## src/rtl/cpu_pkg.sv

```systemverilog
// Shared CPU constants and the instruction-memory loader state type.
package cpu_pkg;

    localparam int ADDR_W  = 7;
    localparam int HALF_W  = 16;
    localparam int INSTR_W = 2 * HALF_W;

    localparam logic [ADDR_W-1:0] PC_STEP   = 7'd2;
    localparam logic [ADDR_W-1:0] MAX_INSTR = 7'd64;
    localparam logic [ADDR_W-1:0] ADDR_MASK = ~7'd1;

    typedef enum logic [1:0] {
        IDLE = 2'd0,
        LO   = 2'd1,
        HI   = 2'd2,
        FIN  = 2'd3
    } loader_state_t;

    function automatic logic [ADDR_W-1:0] sat_count(input logic [ADDR_W-1:0] c);
        return (c > MAX_INSTR) ? MAX_INSTR : c;
    endfunction

endpackage

```

## src/rtl/imem_loader_if.sv

```systemverilog
// Halfword input stream plus instruction-memory write port of the loader.
interface imem_loader_if;
    import cpu_pkg::*;

    logic               in_valid;
    logic [HALF_W-1:0]  in_data;
    logic               in_ready;
    logic               wr_en;
    logic [ADDR_W-1:0]  wr_addr;
    logic [INSTR_W-1:0] wr_data;

    modport master (
        output in_valid, in_data,
        input  in_ready, wr_en, wr_addr, wr_data
    );

    modport slave (
        input  in_valid, in_data,
        output in_ready, wr_en, wr_addr, wr_data
    );
endinterface

```

## src/rtl/loader_cksum.sv

```systemverilog
// Halfword accumulator (sum modulo 2^16) with clear and enable.
// Only built when IMEM_LOADER_CHECKSUM_EN is defined.
`ifdef IMEM_LOADER_CHECKSUM_EN
module loader_cksum
    import cpu_pkg::*;
(
    input  logic              i_clk,
    input  logic              i_rst_n,
    input  logic              i_clr,
    input  logic              i_en,
    input  logic [HALF_W-1:0] i_data,
    output logic [HALF_W-1:0] o_sum
);
    logic [HALF_W-1:0] r_sum;

    always_ff @(posedge i_clk or negedge i_rst_n) begin
        if (!i_rst_n)   r_sum <= '0;
        else if (i_clr) r_sum <= '0;
        else if (i_en)  r_sum <= r_sum + i_data;
    end

    assign o_sum = r_sum;
endmodule
`endif

```

## src/rtl/imem_loader.sv

```systemverilog
// Assembles halfword pairs into 32-bit instructions and writes consecutive imem slots.
// Define IMEM_LOADER_CHECKSUM_EN to build the running halfword checksum.
module imem_loader
    import cpu_pkg::*;
(
    input  logic              clk,
    input  logic              reset,
    input  logic              start,
    input  logic [ADDR_W-1:0] base_addr,
    input  logic [ADDR_W-1:0] count,
    imem_loader_if.slave      bus,
    output logic              busy,
    output logic              done,
    output logic [HALF_W-1:0] checksum
);
    loader_state_t      r_state, w_state_nxt;
    logic [ADDR_W-1:0]  r_addr;
    logic [ADDR_W-1:0]  r_remain;
    logic [HALF_W-1:0]  r_lo;
    logic               r_wr_en;
    logic [ADDR_W-1:0]  r_wr_addr;
    logic [INSTR_W-1:0] r_wr_data;
    logic               r_done;

    logic               w_ready;
    logic               w_hs;
    logic               w_start_acc;
    logic [ADDR_W-1:0]  w_cnt_sat;

    assign w_ready     = (r_state == LO) || (r_state == HI);
    assign w_hs        = bus.in_valid && w_ready;
    assign w_start_acc = start && (r_state == IDLE);
    assign w_cnt_sat   = sat_count(count);

    always_comb begin
        w_state_nxt = r_state;
        unique case (r_state)
            IDLE:    if (start) w_state_nxt = (w_cnt_sat == '0) ? FIN : LO;
            LO:      if (w_hs) w_state_nxt = HI;
            HI:      if (w_hs) w_state_nxt = (r_remain == 7'd1) ? FIN : LO;
            FIN:     w_state_nxt = IDLE;
            default: w_state_nxt = IDLE;
        endcase
    end

    always_ff @(posedge clk or negedge reset) begin
        if (!reset) begin
            r_state   <= IDLE;
            r_addr    <= '0;
            r_remain  <= '0;
            r_lo      <= '0;
            r_wr_en   <= 1'b0;
            r_wr_addr <= '0;
            r_wr_data <= '0;
            r_done    <= 1'b0;
        end else begin
            r_state <= w_state_nxt;
            r_wr_en <= 1'b0;
            // done is a registered copy of FIN, so it lands the cycle after the last write
            r_done  <= (r_state == FIN);
            if (w_start_acc) begin
                r_addr   <= base_addr & ADDR_MASK;
                r_remain <= w_cnt_sat;
            end
            if (w_hs && (r_state == LO)) begin
                r_lo <= bus.in_data;
            end
            if (w_hs && (r_state == HI)) begin
                r_wr_en   <= 1'b1;
                r_wr_addr <= r_addr;
                r_wr_data <= {bus.in_data, r_lo};
                r_addr    <= r_addr + PC_STEP;
                r_remain  <= r_remain - 7'd1;
            end
        end
    end

    assign bus.in_ready = w_ready;
    assign bus.wr_en    = r_wr_en;
    assign bus.wr_addr  = r_wr_addr;
    assign bus.wr_data  = r_wr_data;
    assign busy         = (r_state != IDLE);
    assign done         = r_done;

`ifdef IMEM_LOADER_CHECKSUM_EN
    loader_cksum u_cksum (
        .i_clk   (clk),
        .i_rst_n (reset),
        .i_clr   (w_start_acc),
        .i_en    (w_hs),
        .i_data  (bus.in_data),
        .o_sum   (checksum)
    );
`else
    assign checksum = '0;
`endif

endmodule

```

## src/flat_wrapper.sv

```systemverilog
// flat-port wrapper written by rule: the top's interface ports become plain ports
module imem_loader_flat import cpu_pkg::*;
  (clk, reset, start, base_addr, count, busy, done, checksum, bus_in_valid, bus_in_data, bus_in_ready, bus_wr_en, bus_wr_addr, bus_wr_data);
  imem_loader_if bus_i ();
  input  logic clk;
  input  logic reset;
  input  logic start;
  input  logic [ADDR_W-1:0] base_addr;
  input  logic [ADDR_W-1:0] count;
  output logic busy;
  output logic done;
  output logic [HALF_W-1:0] checksum;
  input wire logic [$bits(bus_i.in_valid)-1:0] bus_in_valid;
  input wire logic [$bits(bus_i.in_data)-1:0] bus_in_data;
  output wire logic [$bits(bus_i.in_ready)-1:0] bus_in_ready;
  output wire logic [$bits(bus_i.wr_en)-1:0] bus_wr_en;
  output wire logic [$bits(bus_i.wr_addr)-1:0] bus_wr_addr;
  output wire logic [$bits(bus_i.wr_data)-1:0] bus_wr_data;
  assign bus_i.in_valid = bus_in_valid;
  assign bus_i.in_data = bus_in_data;
  assign bus_in_ready = bus_i.in_ready;
  assign bus_wr_en = bus_i.wr_en;
  assign bus_wr_addr = bus_i.wr_addr;
  assign bus_wr_data = bus_i.wr_data;
  imem_loader u_core (.clk(clk), .reset(reset), .start(start), .base_addr(base_addr), .count(count), .bus(bus_i), .busy(busy), .done(done), .checksum(checksum));
endmodule
```

## config.mk

```make
export PLATFORM = sky130hd
export DESIGN_NAME = imem_loader_flat
export DESIGN_NICKNAME = d
export VERILOG_FILES = /design/src/rtl/cpu_pkg.sv /design/src/rtl/imem_loader_if.sv /design/src/rtl/loader_cksum.sv /design/src/rtl/imem_loader.sv /design/src/flat_wrapper.sv
export SDC_FILE = /design/constraint.sdc
export NUM_CORES = 1
export LEC_CHECK = 0
export CAP_MARGIN = 0
export CORE_ASPECT_RATIO = 1.25
export CORE_MARGIN = 1
export CORE_UTILIZATION = 51
export DETAILED_ROUTE_END_ITERATION = 10
export GPL_ROUTABILITY_DRIVEN = 0
export PLACE_DENSITY = 0.9
export SETUP_SLACK_MARGIN = 0.5
export SLEW_MARGIN = 20
export SYNTH_ARGS = -nofsm -noshare
export SYNTH_HDL_FRONTEND = slang
export SYNTH_SLANG_ARGS = --single-unit
export TNS_END_PERCENT = 20
```

## constraint.sdc

```tcl
create_clock -name clk -period 4.6 [get_ports clk]
set_input_delay 0.46 -clock clk [delete_from_list [all_inputs] [get_ports clk]]
set_output_delay 0.46 -clock clk [all_outputs]
set_load 0.03 [all_outputs]
```

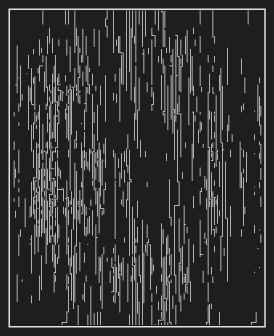
(the metal 2 layer)
The layer carries 3310 µm of wire. 372 nets have wire on it. The longest straight run is 35.7 µm.

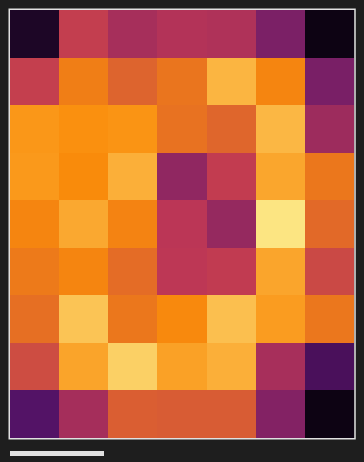
(cell density map)
The bar under the picture is 20 µm long. 7 x 9 tiles, from black (low) to pale yellow (high), 0 to 100% covered.
The mean over all tiles is 61%. The fullest tile reaches 94%. 29% of the tiles are over 75% full.

==> summary.txt <==
Implementation numbers.

- The flow ran to the end, and the final reports show no timing, DRC or antenna violations.
- Per the placement report, the placed cell count is 471.
- The busiest metal layer after global routing is met2.
- STA reports a reg2reg setup slack of 2.39 ns.
- Counting endpoints that fail hold in the final report gives 0.
- By instance count after routing, the leading logic cell type is nand2_1.
- Measured on the final layout, buffering overhead outside the clock network stands at 18.09%.
- The max-slew violation count is 0.
- The worst setup path is launched from a flip-flop.
- The largest power group is combinational logic.
- For this run, the detailed router's first-pass iteration total came to 4.
- The leakage power summed over all cells is 0.001966 µW.
- The final antenna-violating net count is 0.
- Looking at the worst setup and hold paths, the clock pins of their registers show a slew of 0.07 ns.
- The OpenROAD report gives the critical path a data arrival time of 1.91 ns.
- The number of ordinary inverters in the final layout is 10.
- The count of buffers added by post-CTS timing repair for setup is 0.
- Per STA, the worst path is made up of inv_1, ha_1, inv_1, clkdlybuf4s50_1.
- The number of antenna violations at the first check in global routing was 0.
- The data required time reported for the critical path is 4.14 ns.
- The first routing iteration left 170 violations.
- For the final routed database, the setup TNS stands at 0 ns.
- In this run the critical register-to-register path is launched from u_core.r_state[0].
- Registers represent a cell area share of 43.10%.
- The tree built by TritonCTS fans out to 71 sinks.
- The horizontal die size is 72.91 µm.
- Looking at the clock tree report, the root buffer type is clkbuf_8.
- The clock network is responsible for 17.5% of the overall power.
- The area of the core is 5934 µm².
- Cells with a size suffix above 1 make up 9.383% of the layout.
- The later pin in the worst-skew pair is clocked with a latency of 0.34 ns.
- The via density per instance is 5.057.
- The number of maximum-capacitance constraint violations is 0.
- The share of the clock period used by the worst path after layout is 51.58%.
- Per the layout area report, the combinational fraction of cell area is 30.17%.
- The final standard cell utilization of the core is 69.47%.
- The synthesis-stage register bit count is 71.
- The internal portion of the total power is 1798 µW.
- Per the detailed-route log, wirelength across all metal layers totals 6372 µm.
- Setup repair after global routing left no endpoint under its margin.
- The global-route track usage on met2 is 37.31%.
- The worst voltage drop across the vdd grid is 0.0004892 V.
- The critical path class is flip-flop to output pin.
- The gate-level netlist out of Yosys references 36 unique cell types.
- In this run the number of H-tree levels came out at 3.
- Leaving out filler cells and counting taps, the final layout contains 487.
- Leaving out buffers and inverters, the combinational logic in the layout accounts for 1244 µm².
- The sequential cell fraction of total power is 36.7%.
- The combinational gate count is 233.
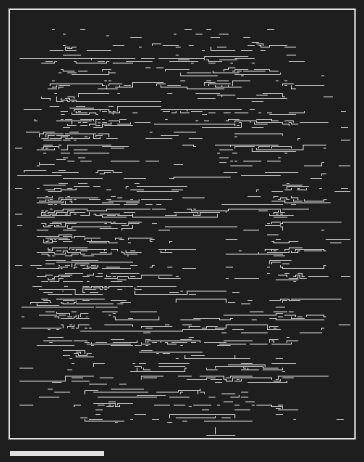
(signal wires on met1)
The bar under the picture is 20 µm long.
The layer holds 42% of the routed length. The layer carries 2670 µm of wire. The longest straight run is 24.4 µm. 370 nets have wire on it. The wires run mostly horizontal.

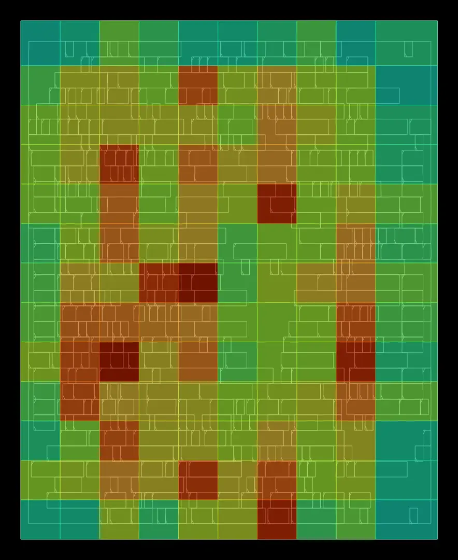
(congestion heat map)
global-route track usage on met3: 6.027%
Avg WL per Cell: 13.08 µm

-- cell families (layout without fill, tap and decap cells) --
logic type	count (synthesis)	in the layout	share of synthesized area [%]
adders and majority gates	8	8	3.123
DFF	71	71	55.43
muxes	19	19	6.557
xor gates and xnor gates	1	1	0.2733
buffers and inverters	38	101	7.650
AOI/OAI and AO/OA	33	33	6.362
and+or+nand+nor	155	155	20.49
other	1	17	0.1170
-- registers in the layout, summed over array words and instances, names as in the netlist --
signal	flops
u_core.bus.wr_en	1
u_core.r_remain	7
u_core.r_state	2
u_core.r_lo	16
u_core.bus.wr_addr	6
u_core.bus.wr_data	32
u_core.r_addr	6
u_core.done	1
-- final timing paths --
check / cells after the start / end
max reg2reg: 7 / u_core.r_remain[3]
max in group asynchronous: 1 / u_core.r_remain[1]
min in group clk: 2 / u_core.bus.wr_data[7]
min: 1 / u_core.bus.wr_addr[6]
max: 4 / busy
min reg2reg: 2 / u_core.bus.wr_data[7]
-- synthesized netlist by cell type --
library cell	instances
nand2_1	120
dfrtp_1	71
buf_4	18
mux2_2	16
a21oi_1	10
inv_1	9
o21ai_0	9
ha_1	8
nor2_1	8
nor3_1	5
o22ai_1	5
buf_2	4
buf_6	4
nand3_1	4
nor3b_1	4
and3_1	3
mux2i_1	3
a211oi_1	2
a32o_1	2
clkbuf_1	2
nand3_2	2
nand3b_1	2
nor4_1	2
a21boi_0	1
a311o_1	1
a311oi_1	1
conb_1	1
inv_2	1
nand2_2	1
nand2b_1	1
nand4_1	1
nor2b_1	1
nor4bb_1	1
o211ai_1	1
o221ai_1	1
xnor2_1	1
-- worst max-delay path: cells and delay by family, from the launching register on --
| family | cells | cell delay, ns |
|---|---|---|
| DFF | 1 | 0.39 |
| buffers and inverters | 3 | 0.89 |
| adders and majority gates | 1 | 0.29 |
Power figures rest on the tool's default switching activity, not on a simulated workload.
